File: src/rtl/periph_axi_demux_if.sv
// periph_axi_demux_if
//   Single-beat ready/valid message bundle (AW, W, B, AR, R) carrying
//   NP parallel lanes. On the upstream side NP=1. On the downstream side
//   NP=NUM_PORTS: AW/W/AR payloads are broadcast, so only valid/ready are
//   per-lane. B/R payloads are packed with lane i at slice i.
//   Message layouts:
//     aw/ar : {id, addr}
//     w     : {strb, data}
//     b     : {id, resp}
//     r     : {id, resp, data}
//   Modports:
//     master : issues requests (AW/W/AR) and accepts responses (B/R).
//     slave  : accepts requests and issues responses.
interface periph_axi_demux_if #(
  parameter int NP     = 1,
  parameter int ADDR_W = 32,
  parameter int DATA_W = 32,
  parameter int ID_W   = 4
);
  localparam int AX_W = ID_W + ADDR_W;
  localparam int W_W  = DATA_W / 8 + DATA_W;
  localparam int B_W  = ID_W + 2;
  localparam int R_W  = ID_W + 2 + DATA_W;

  logic [NP-1:0]      aw_valid;
  logic [NP-1:0]      aw_ready;
  logic [AX_W-1:0]    aw_msg;
  logic [NP-1:0]      w_valid;
  logic [NP-1:0]      w_ready;
  logic [W_W-1:0]     w_msg;
  logic [NP-1:0]      b_valid;
  logic [NP-1:0]      b_ready;
  logic [NP*B_W-1:0]  b_msg;
  logic [NP-1:0]      ar_valid;
  logic [NP-1:0]      ar_ready;
  logic [AX_W-1:0]    ar_msg;
  logic [NP-1:0]      r_valid;
  logic [NP-1:0]      r_ready;
  logic [NP*R_W-1:0]  r_msg;

  modport master (
    output aw_valid, aw_msg, w_valid, w_msg, b_ready, ar_valid, ar_msg, r_ready,
    input  aw_ready, w_ready, b_valid, b_msg, ar_ready, r_valid, r_msg
  );

  modport slave (
    input  aw_valid, aw_msg, w_valid, w_msg, b_ready, ar_valid, ar_msg, r_ready,
    output aw_ready, w_ready, b_valid, b_msg, ar_ready, r_valid, r_msg
  );
endinterface

File: src/rtl/periph_axi_demux.sv
// periph_axi_demux
//   1-to-NUM_PORTS peripheral router. It decodes the request address
//   against per-port base/mask windows, where the lowest matching port
//   wins. It then forwards single-beat writes and reads through two
//   independent engines. An address that matches no port is answered
//   locally with DECERR (2'b11), and the miss is counted in a saturating
//   counter.
//   Ports:
//     clk, reset_bar : clock and asynchronous active-low reset
//     s_bus          : upstream bundle (NP=1), this block is the slave
//     m_bus          : downstream bundle (NP=NUM_PORTS), this block is the master
//     wr_decerr_cnt  : saturating count of write address misses
//     rd_decerr_cnt  : saturating count of read address misses
module periph_axi_demux #(
  parameter int NUM_PORTS = 2,
  parameter int ADDR_W    = 32,
  parameter int DATA_W    = 32,
  parameter int ID_W      = 4,
  parameter logic [NUM_PORTS*ADDR_W-1:0] BASE_ADDR = {NUM_PORTS{32'h0}},
  parameter logic [NUM_PORTS*ADDR_W-1:0] ADDR_MASK = {NUM_PORTS{32'hFFFF_0000}},
  parameter int CNT_W     = 16
) (
  input  logic                 clk,
  input  logic                 reset_bar,
  periph_axi_demux_if.slave    s_bus,
  periph_axi_demux_if.master   m_bus,
  output logic [CNT_W-1:0]     wr_decerr_cnt,
  output logic [CNT_W-1:0]     rd_decerr_cnt
);
  localparam int AX_W   = ID_W + ADDR_W;
  localparam int W_W    = DATA_W / 8 + DATA_W;
  localparam int B_W    = ID_W + 2;
  localparam int R_W    = ID_W + 2 + DATA_W;
  localparam int PORT_W = (NUM_PORTS > 1) ? $clog2(NUM_PORTS) : 1;

  localparam logic [2:0] WR_IDLE = 3'd0;
  localparam logic [2:0] WR_DATA = 3'd1;
  localparam logic [2:0] WR_FWD  = 3'd2;
  localparam logic [2:0] WR_RESP = 3'd3;
  localparam logic [2:0] WR_BOUT = 3'd4;

  localparam logic [1:0] RD_IDLE = 2'd0;
  localparam logic [1:0] RD_FWD  = 2'd1;
  localparam logic [1:0] RD_RESP = 2'd2;
  localparam logic [1:0] RD_ROUT = 2'd3;

  localparam logic [1:0] RESP_DECERR = 2'b11;

  // The result is {miss, port}. The loop scans from the highest index down,
  // so the lowest matching port is the one left in the result.
  function automatic logic [PORT_W:0] decode(input logic [ADDR_W-1:0] addr);
    logic [PORT_W:0] res;
    // NOTE: give every variable a value before any conditional assignment,
    // so that no path leaves it unassigned. Otherwise a latch is inferred.
    res = {1'b1, {PORT_W{1'b0}}};
    for (int i = NUM_PORTS - 1; i >= 0; i--) begin
      if ((addr & ADDR_MASK[i*ADDR_W +: ADDR_W]) ==
          (BASE_ADDR[i*ADDR_W +: ADDR_W] & ADDR_MASK[i*ADDR_W +: ADDR_W]))
        res = {1'b0, PORT_W'(i)};
    end
    return res;
  endfunction

  // Set on the first edge after reset release. It keeps both engines from
  // accepting a request while reset is still being released.
  logic rst_done;

  always_ff @(posedge clk or negedge reset_bar) begin
    // NOTE: sequential state always uses non-blocking assignments. Every flop
    // then samples pre-edge values, whatever order the blocks are evaluated in.
    if (!reset_bar) rst_done <= 1'b0;
    else            rst_done <= 1'b1;
  end

  // ---------------- write engine ----------------
  logic [2:0]            wr_state;
  logic [AX_W-1:0]       aw_msg_q;
  logic [W_W-1:0]        w_msg_q;
  logic [B_W-1:0]        b_msg_q;
  logic [PORT_W-1:0]     wr_port;
  logic                  wr_miss;
  logic                  aw_done, w_done;
  logic [NUM_PORTS-1:0]  wr_sel;
  logic [PORT_W-1:0]     wr_dec_port;
  logic                  wr_dec_miss;
  logic                  aw_hs, w_hs, m_aw_hs, m_w_hs, m_b_hs;

  assign {wr_dec_miss, wr_dec_port} = decode(s_bus.aw_msg[ADDR_W-1:0]);
  assign wr_sel = NUM_PORTS'(1) << wr_port;

  assign s_bus.aw_ready = rst_done && (wr_state == WR_IDLE);
  assign s_bus.w_ready  = (wr_state == WR_DATA);
  assign s_bus.b_valid  = (wr_state == WR_BOUT);
  assign s_bus.b_msg    = b_msg_q;

  // AW and W are offered together. Each one is withdrawn as soon as its own
  // handshake completes, so a slow W does not hold AW.
  assign m_bus.aw_valid = (wr_state == WR_FWD && !aw_done) ? wr_sel : '0;
  assign m_bus.w_valid  = (wr_state == WR_FWD && !w_done)  ? wr_sel : '0;
  assign m_bus.b_ready  = (wr_state == WR_RESP) ? wr_sel : '0;
  assign m_bus.aw_msg   = aw_msg_q;
  assign m_bus.w_msg    = w_msg_q;

  assign aw_hs   = s_bus.aw_valid[0] & s_bus.aw_ready[0];
  assign w_hs    = s_bus.w_valid[0] & s_bus.w_ready[0];
  assign m_aw_hs = |(m_bus.aw_valid & m_bus.aw_ready);
  assign m_w_hs  = |(m_bus.w_valid & m_bus.w_ready);
  assign m_b_hs  = |(m_bus.b_valid & m_bus.b_ready);

  always_ff @(posedge clk or negedge reset_bar) begin
    if (!reset_bar) begin
      // NOTE: the payload registers are reset as well as the control state.
      // Message outputs are therefore defined (zero) out of reset, not X.
      wr_state      <= WR_IDLE;
      aw_msg_q      <= '0;
      w_msg_q       <= '0;
      b_msg_q       <= '0;
      wr_port       <= '0;
      wr_miss       <= 1'b0;
      aw_done       <= 1'b0;
      w_done        <= 1'b0;
      wr_decerr_cnt <= '0;
    end else begin
      case (wr_state)
        WR_IDLE: if (aw_hs) begin
          aw_msg_q <= s_bus.aw_msg;
          wr_port  <= wr_dec_port;
          wr_miss  <= wr_dec_miss;
          wr_state <= WR_DATA;
        end
        WR_DATA: if (w_hs) begin
          w_msg_q <= s_bus.w_msg;
          aw_done <= 1'b0;
          w_done  <= 1'b0;
          if (wr_miss) begin
            b_msg_q  <= {aw_msg_q[AX_W-1:ADDR_W], RESP_DECERR};
            if (wr_decerr_cnt != '1) wr_decerr_cnt <= wr_decerr_cnt + 1'b1;
            wr_state <= WR_BOUT;
          end else begin
            wr_state <= WR_FWD;
          end
        end
        WR_FWD: begin
          if (m_aw_hs) aw_done <= 1'b1;
          if (m_w_hs)  w_done  <= 1'b1;
          if ((aw_done || m_aw_hs) && (w_done || m_w_hs)) wr_state <= WR_RESP;
        end
        WR_RESP: if (m_b_hs) begin
          b_msg_q  <= m_bus.b_msg[wr_port*B_W +: B_W];
          wr_state <= WR_BOUT;
        end
        WR_BOUT: if (s_bus.b_ready[0]) wr_state <= WR_IDLE;
        default: wr_state <= WR_IDLE;
      endcase
    end
  end

  // ---------------- read engine ----------------
  logic [1:0]            rd_state;
  logic [AX_W-1:0]       ar_msg_q;
  logic [R_W-1:0]        r_msg_q;
  logic [PORT_W-1:0]     rd_port;
  logic [NUM_PORTS-1:0]  rd_sel;
  logic [PORT_W-1:0]     rd_dec_port;
  logic                  rd_dec_miss;
  logic                  ar_hs, m_ar_hs, m_r_hs;

  assign {rd_dec_miss, rd_dec_port} = decode(s_bus.ar_msg[ADDR_W-1:0]);
  assign rd_sel = NUM_PORTS'(1) << rd_port;

  assign s_bus.ar_ready = rst_done && (rd_state == RD_IDLE);
  assign s_bus.r_valid  = (rd_state == RD_ROUT);
  assign s_bus.r_msg    = r_msg_q;

  assign m_bus.ar_valid = (rd_state == RD_FWD)  ? rd_sel : '0;
  assign m_bus.r_ready  = (rd_state == RD_RESP) ? rd_sel : '0;
  assign m_bus.ar_msg   = ar_msg_q;

  assign ar_hs   = s_bus.ar_valid[0] & s_bus.ar_ready[0];
  assign m_ar_hs = |(m_bus.ar_valid & m_bus.ar_ready);
  assign m_r_hs  = |(m_bus.r_valid & m_bus.r_ready);

  always_ff @(posedge clk or negedge reset_bar) begin
    if (!reset_bar) begin
      rd_state      <= RD_IDLE;
      ar_msg_q      <= '0;
      r_msg_q       <= '0;
      rd_port       <= '0;
      rd_decerr_cnt <= '0;
    end else begin
      case (rd_state)
        RD_IDLE: if (ar_hs) begin
          ar_msg_q <= s_bus.ar_msg;
          rd_port  <= rd_dec_port;
          if (rd_dec_miss) begin
            r_msg_q  <= {s_bus.ar_msg[AX_W-1:ADDR_W], RESP_DECERR, {DATA_W{1'b0}}};
            if (rd_decerr_cnt != '1) rd_decerr_cnt <= rd_decerr_cnt + 1'b1;
            rd_state <= RD_ROUT;
          end else begin
            rd_state <= RD_FWD;
          end
        end
        RD_FWD: if (m_ar_hs) rd_state <= RD_RESP;
        RD_RESP: if (m_r_hs) begin
          r_msg_q  <= m_bus.r_msg[rd_port*R_W +: R_W];
          rd_state <= RD_ROUT;
        end
        RD_ROUT: if (s_bus.r_ready[0]) rd_state <= RD_IDLE;
        default: rd_state <= RD_IDLE;
      endcase
    end
  end
endmodule

File: src/flat_wrapper.sv
// flat-port wrapper written by rule: the top's interface ports become plain ports
module periph_axi_demux_flat 
#(
  parameter int NUM_PORTS = 2,
  parameter int ADDR_W    = 32,
  parameter int DATA_W    = 32,
  parameter int ID_W      = 4,
  parameter logic [NUM_PORTS*ADDR_W-1:0] BASE_ADDR = {NUM_PORTS{32'h0}},
  parameter logic [NUM_PORTS*ADDR_W-1:0] ADDR_MASK = {NUM_PORTS{32'hFFFF_0000}},
  parameter int CNT_W     = 16
)
  (clk, reset_bar, wr_decerr_cnt, rd_decerr_cnt, s_bus_aw_valid, s_bus_aw_msg, s_bus_w_valid, s_bus_w_msg, s_bus_b_ready, s_bus_ar_valid, s_bus_ar_msg, s_bus_r_ready, s_bus_aw_ready, s_bus_w_ready, s_bus_b_valid, s_bus_b_msg, s_bus_ar_ready, s_bus_r_valid, s_bus_r_msg, m_bus_aw_valid, m_bus_aw_msg, m_bus_w_valid, m_bus_w_msg, m_bus_b_ready, m_bus_ar_valid, m_bus_ar_msg, m_bus_r_ready, m_bus_aw_ready, m_bus_w_ready, m_bus_b_valid, m_bus_b_msg, m_bus_ar_ready, m_bus_r_valid, m_bus_r_msg);
  periph_axi_demux_if #(.NP(1), .ADDR_W(ADDR_W), .DATA_W(DATA_W), .ID_W(ID_W)) s_bus_i ();
  periph_axi_demux_if #(.NP(NUM_PORTS), .ADDR_W(ADDR_W), .DATA_W(DATA_W), .ID_W(ID_W)) m_bus_i ();
  input  logic clk;
  input  logic reset_bar;
  output logic [CNT_W-1:0] wr_decerr_cnt;
  output logic [CNT_W-1:0] rd_decerr_cnt;
  input wire logic [$bits(s_bus_i.aw_valid)-1:0] s_bus_aw_valid;
  input wire logic [$bits(s_bus_i.aw_msg)-1:0] s_bus_aw_msg;
  input wire logic [$bits(s_bus_i.w_valid)-1:0] s_bus_w_valid;
  input wire logic [$bits(s_bus_i.w_msg)-1:0] s_bus_w_msg;
  input wire logic [$bits(s_bus_i.b_ready)-1:0] s_bus_b_ready;
  input wire logic [$bits(s_bus_i.ar_valid)-1:0] s_bus_ar_valid;
  input wire logic [$bits(s_bus_i.ar_msg)-1:0] s_bus_ar_msg;
  input wire logic [$bits(s_bus_i.r_ready)-1:0] s_bus_r_ready;
  output wire logic [$bits(s_bus_i.aw_ready)-1:0] s_bus_aw_ready;
  output wire logic [$bits(s_bus_i.w_ready)-1:0] s_bus_w_ready;
  output wire logic [$bits(s_bus_i.b_valid)-1:0] s_bus_b_valid;
  output wire logic [$bits(s_bus_i.b_msg)-1:0] s_bus_b_msg;
  output wire logic [$bits(s_bus_i.ar_ready)-1:0] s_bus_ar_ready;
  output wire logic [$bits(s_bus_i.r_valid)-1:0] s_bus_r_valid;
  output wire logic [$bits(s_bus_i.r_msg)-1:0] s_bus_r_msg;
  output wire logic [$bits(m_bus_i.aw_valid)-1:0] m_bus_aw_valid;
  output wire logic [$bits(m_bus_i.aw_msg)-1:0] m_bus_aw_msg;
  output wire logic [$bits(m_bus_i.w_valid)-1:0] m_bus_w_valid;
  output wire logic [$bits(m_bus_i.w_msg)-1:0] m_bus_w_msg;
  output wire logic [$bits(m_bus_i.b_ready)-1:0] m_bus_b_ready;
  output wire logic [$bits(m_bus_i.ar_valid)-1:0] m_bus_ar_valid;
  output wire logic [$bits(m_bus_i.ar_msg)-1:0] m_bus_ar_msg;
  output wire logic [$bits(m_bus_i.r_ready)-1:0] m_bus_r_ready;
  input wire logic [$bits(m_bus_i.aw_ready)-1:0] m_bus_aw_ready;
  input wire logic [$bits(m_bus_i.w_ready)-1:0] m_bus_w_ready;
  input wire logic [$bits(m_bus_i.b_valid)-1:0] m_bus_b_valid;
  input wire logic [$bits(m_bus_i.b_msg)-1:0] m_bus_b_msg;
  input wire logic [$bits(m_bus_i.ar_ready)-1:0] m_bus_ar_ready;
  input wire logic [$bits(m_bus_i.r_valid)-1:0] m_bus_r_valid;
  input wire logic [$bits(m_bus_i.r_msg)-1:0] m_bus_r_msg;
  assign s_bus_i.aw_valid = s_bus_aw_valid;
  assign s_bus_i.aw_msg = s_bus_aw_msg;
  assign s_bus_i.w_valid = s_bus_w_valid;
  assign s_bus_i.w_msg = s_bus_w_msg;
  assign s_bus_i.b_ready = s_bus_b_ready;
  assign s_bus_i.ar_valid = s_bus_ar_valid;
  assign s_bus_i.ar_msg = s_bus_ar_msg;
  assign s_bus_i.r_ready = s_bus_r_ready;
  assign s_bus_aw_ready = s_bus_i.aw_ready;
  assign s_bus_w_ready = s_bus_i.w_ready;
  assign s_bus_b_valid = s_bus_i.b_valid;
  assign s_bus_b_msg = s_bus_i.b_msg;
  assign s_bus_ar_ready = s_bus_i.ar_ready;
  assign s_bus_r_valid = s_bus_i.r_valid;
  assign s_bus_r_msg = s_bus_i.r_msg;
  assign m_bus_aw_valid = m_bus_i.aw_valid;
  assign m_bus_aw_msg = m_bus_i.aw_msg;
  assign m_bus_w_valid = m_bus_i.w_valid;
  assign m_bus_w_msg = m_bus_i.w_msg;
  assign m_bus_b_ready = m_bus_i.b_ready;
  assign m_bus_ar_valid = m_bus_i.ar_valid;
  assign m_bus_ar_msg = m_bus_i.ar_msg;
  assign m_bus_r_ready = m_bus_i.r_ready;
  assign m_bus_i.aw_ready = m_bus_aw_ready;
  assign m_bus_i.w_ready = m_bus_w_ready;
  assign m_bus_i.b_valid = m_bus_b_valid;
  assign m_bus_i.b_msg = m_bus_b_msg;
  assign m_bus_i.ar_ready = m_bus_ar_ready;
  assign m_bus_i.r_valid = m_bus_r_valid;
  assign m_bus_i.r_msg = m_bus_r_msg;
  periph_axi_demux #(.NUM_PORTS(NUM_PORTS), .ADDR_W(ADDR_W), .DATA_W(DATA_W), .ID_W(ID_W), .BASE_ADDR(BASE_ADDR), .ADDR_MASK(ADDR_MASK), .CNT_W(CNT_W)) u_core (.clk(clk), .reset_bar(reset_bar), .s_bus(s_bus_i), .m_bus(m_bus_i), .wr_decerr_cnt(wr_decerr_cnt), .rd_decerr_cnt(rd_decerr_cnt));
endmodule
File: config.mk
export PLATFORM = sky130hd
export DESIGN_NAME = periph_axi_demux_flat
export DESIGN_NICKNAME = d
export VERILOG_FILES = /design/src/rtl/periph_axi_demux_if.sv /design/src/rtl/periph_axi_demux.sv /design/src/flat_wrapper.sv
export SDC_FILE = /design/constraint.sdc
export NUM_CORES = 1
export LEC_CHECK = 0
export CAP_MARGIN = 20
export CELL_PAD_IN_SITES_DETAIL_PLACEMENT = 0
export CELL_PAD_IN_SITES_GLOBAL_PLACEMENT = 1
export CORE_MARGIN = 2
export CORE_UTILIZATION = 30
export CTS_CLUSTER_DIAMETER = 100
export DETAILED_ROUTE_END_ITERATION = 10
export PLACE_DENSITY = 0.77
export SYNTH_ARGS = -nofsm -noshare
export SYNTH_HDL_FRONTEND = slang
export SYNTH_SLANG_ARGS = --single-unit
File: constraint.sdc
create_clock -name clk -period 2.6 [get_ports clk]
set_input_delay 0.78 -clock clk [delete_from_list [all_inputs] [get_ports clk]]
set_output_delay 0.78 -clock clk [all_outputs]
set_load 0.01 [all_outputs]
==> CHANGELOG.md, run 1 <==
### Physical design

* Status: completed
* Layout area overhead at 58.9%
* Compound Share, Synth at 0.0598
* Hold buffer count at cts at 0
* Bufs w/o clock at about 400
* Synth cell count leaders: dfrtp_1, mux2_2, nand3_1, o2bb2ai_1, nand2_1
* Top_reg_cell synth: dfrtp_1
* Buf+Inv Stages, Crit Path at 2
* Met1 WL at 9590 um
* Vias at around 6,300
* Reg-to-Reg Start: u_core.rd_state[0]$_DFFE_PN0P_
* Final WL at 23,400 um
* Non-clk invs at 10
* Gpl congestion at 0.745
* R2R cell count at 8
* Synth Area in Simple Gates at 0.101
* Hold Fails Final Rpt at 0
* Worst Path Arrival at around 1.7 ns
* Final Max Slew Viols at 0
* Total power at 13,900 uW
* Worst Setup SP: u_core.rd_state[0]$_DFFE_PN0P_
* Max stage delay cell, worst path: clkdlybuf4s50_1
* GRT Util Overall at 0.163
* Overflow after GRT at 0
* NumNets Final at 1,216
* Post-route insts no fill at 1,349
* Register area share after synthesis at 0.596
* RSZ-0062 raised after global routing: no
* Synth unique cells at approximately 45
* Highest clock rate at roughly 400 MHz
* Drc violations at 0
* Fill cell count at 2,433
* Leakage power at 0.00544 uW
* Met3 routed WL at 1720 um
* Die ar. at about 28,000 um^2
* Clk root buf: clkbuf_16
* M2 GR Usage at 0.282
* DIE WIDTH at ~170 um
* XOR Share, Synth at 0.0292
run 1: where the power goes:
| group | leakage (uW) | switching (uW) | internal, uW |
|---|---|---|---|
| Clock | 0.000272 | 1270 | 1320 |
| Sequential | 0.00236 | 727 | 4240 |
| Combinational | 0.00280 | 2580 | 3800 |
run 1: state kept, by name, summed over array words and instances, names as in the netlist:
register and cells:
u_core.wr_decerr_cnt 16, u_core.rd_decerr_cnt 16, u_core.rd_state 2, u_core.m_bus.ar_msg 36, u_core.s_bus.r_msg 38, u_core.s_bus.b_msg 6, u_core.m_bus.w_msg 36, u_core.wr_miss 1
u_core.m_bus.aw_msg 36, u_core.w_done 1, u_core.wr_state 3, u_core.aw_done 1, u_core.rst_done 1
Fig. 1: run 1, the metal 3 layer
Scale: 2 px per um. Cells faint in the background.
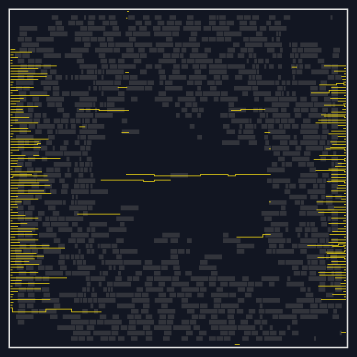
nets with wire on the layer = 191
longest straight run = 27.8 um
wire length on this layer = 1,720 um
share of all routed wire = 7.3%

Fig. 2: run 1, wiring heat map
Scale: 2 px per um. 34 x 34 tiles, from dark purple (low) to yellow (high), scaled to the fullest tile. Values are wire area over tile area, all layers added.
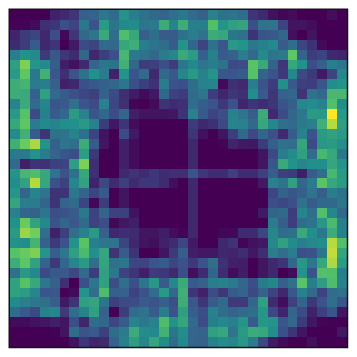
emptiest ninth of the die = centre
fullest tile = 0.47
nearly empty tiles = 14%

Fig. 3: run 1, the clock network
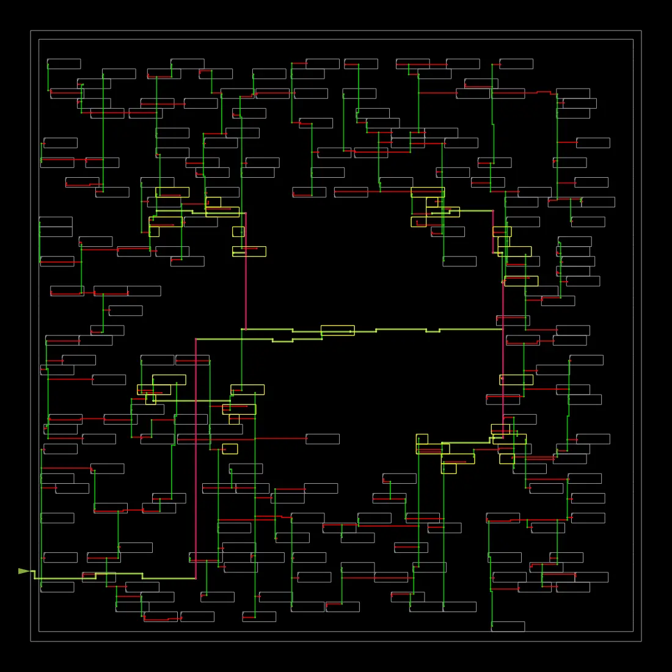
clkbuf count: 19
Sink Count: 193
clk pwr: 2590 uW
clk ins delay skew pair: 0.43 ns
flop count: 193

Fig. 4: run 1, cell sizes after repair
Scale: 1.5 px per um.
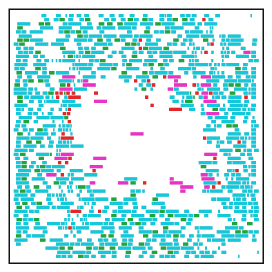

--- run 2 (diff from run 1) ---
- CORE_ASPECT_RATIO: not set -> 0.8
Fig. 5: run 2, cell sizes after repair
Scale: 1.5 px per um.
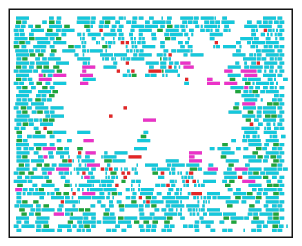
red -> _3 and _4 cells  # cells 38, share 3.8%
magenta -> _6 and larger  # cells 35, share 3.5%
green -> _2 cells  # cells 131, share 13%
cyan -> _0 and _1 cells  # cells 802, share 80%
design area: 12,900 um^2
Setup WS post-layout: 0.101 ns
bufs w/o clock: 395

Fig. 6: run 2, the clock network
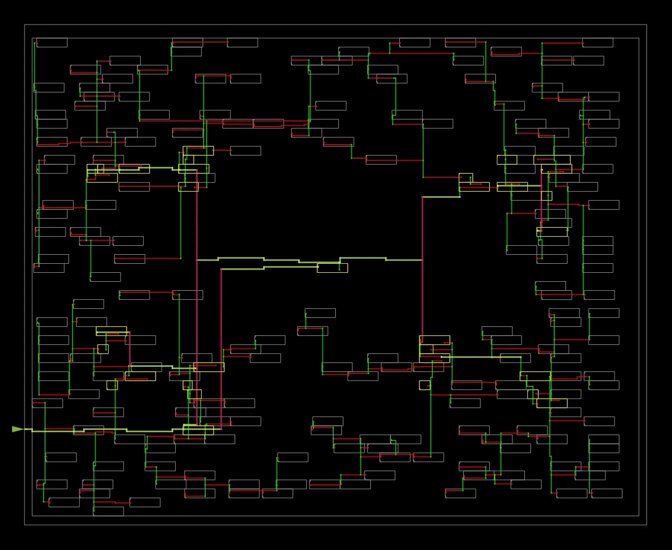
Fin Clk Skew: 0.0104 ns
clkbuf count: 17
clk pwr: 2680 uW

==> run 2 against run 1 <==
Sequential power about the same. Critical endpoint is now m_bus_w_valid[0]. Utilization rose by 0.82 points. Non-clock buffer count decreased by 3. Worst setup slack better by 0.013 ns. Register-to-register slack improved by 0.07 ns. Synthesized cell count stayed put.
==> CHANGELOG.md, run 2 <==
### Physical design

* Status: completed (unchanged)
* RSZ-0062 raised after global routing: no (unchanged)
* Worst Setup SP: u_core.wr_state[2]$_DFFE_PN0P_ (was u_core.rd_state[0]$_DFFE_PN0P_)
* GRT Util Overall at 0.171 (was 0.163)
* CTS tree: done (unchanged)
* Die ar. at 28,300 um^2 (about the same)
* Top_reg_cell synth: dfrtp_1 (unchanged)
* Layout area overhead at 59.6% (was 58.9%)
* Int Pwr at 9420 uW (was 9360 uW)
* Met1 WL at 10,500 um (was 9590 um)
* Register area share after synthesis at 0.596 (unchanged)
* Hold Fails Final Rpt at 0 (unchanged)
* Post-DP HPWL at 18,300 um (was 17,400 um)
* Logic power comb at 6410 uW (was 6380 uW)
* Final Max Slew Viols at 0 (unchanged)
* Met3 routed WL at 2070 um (was 1720 um)
* Total power at 14,100 uW (was 13,900 uW)
* XOR Share, Synth at 0.0292 (unchanged)
* Drc violations at 0 (unchanged)
* Max stage delay cell, worst path: or3b_2 (was clkdlybuf4s50_1)
* Non-clk invs at 10 (unchanged)
* Clk root buf: clkbuf_16 (unchanged)
* Die height at 151 um (was 168 um)
* Max Used Layer: met5 (was met4)
* Clock power share at 0.191 (was 0.186)
* Post-route insts no fill at 1,363 (was 1,349)
* Worst Path Arrival at 1.72 ns (was 1.73 ns)
* Pwr top: combinational cells (unchanged)
* Final WL at 24,300 um (was 23,400 um)
* Combinational power share at 0.455 (was 0.458)
* NumNets Final at 1,213 (was 1,216)
* Synth Area in Simple Gates at 0.101 (unchanged)
* Seq/total area at 0.374 (was 0.375)
* Sequential power at 4980 uW (was 4970 uW)
* Synth cell count leaders: dfrtp_1, mux2_2, nand3_1, o2bb2ai_1, nand2_1 (unchanged)
* Sw Ratio at 0.331 (was 0.329)
* Reg-to-Reg Start: u_core.rd_state[0]$_DFFE_PN0P_ (unchanged)
* Leakage power at 0.00545 uW (was 0.00544 uW)
* R2R cell count at 7 (was 8)
* Gpl congestion at 0.811 (was 0.745)
* Hold buffer count at cts at 0 (unchanged)
* Sink Count at 193 (unchanged)
* Buf+Inv Stages, Crit Path at 1 (was 2)
* Flop count at 193 (unchanged)
* Max stage delay on crit path at 0.48 ns (was 0.57 ns)
* Psw at 4660 uW (was 4580 uW)
* DIE WIDTH at 188 um (was 168 um)
* Highest clock rate at 400 MHz (was 398 MHz)
* Synth unique cells at 45 (unchanged)
* Compound Share, Synth at 0.0598 (unchanged)
* Overflow after GRT at 0 (unchanged)
* Vias at 6,437 (was 6,334)
* M2 GR Usage at 0.283 (was 0.282)
==> run 2: through the flow <==
| step | instance area (um^2) | setup TNS [ns] | util | setup WS, ns |
|---|---|---|---|---|
| 2_1_floorplan | 8120 | 0 | - | 0.436 |
| 4_1_cts | 12900 | 0 | 0.490 | 0.0636 |
| 3_5_place_dp | 12300 | -13.06 | 0.466 | -0.347 |
| 6_report | 12900 | 0 | 0.490 | 0.101 |
| 5_1_grt | 12900 | 0 | 0.490 | 0.00721 |
| 3_3_place_gp | 12300 | -15.73 | 0.466 | -0.390 |
==> run 2: timing repair <==
| action | 4_1_cts | 5_1_grt |
|---|---|---|
| buffers inserted | 2 | 0 |
| resized | 12 | 1 |
| setup endpoints to repair | 7 | 6 |
| pin swaps | 0 | 0 |
Power figures rest on the tool's default switching activity, not on a simulated workload.
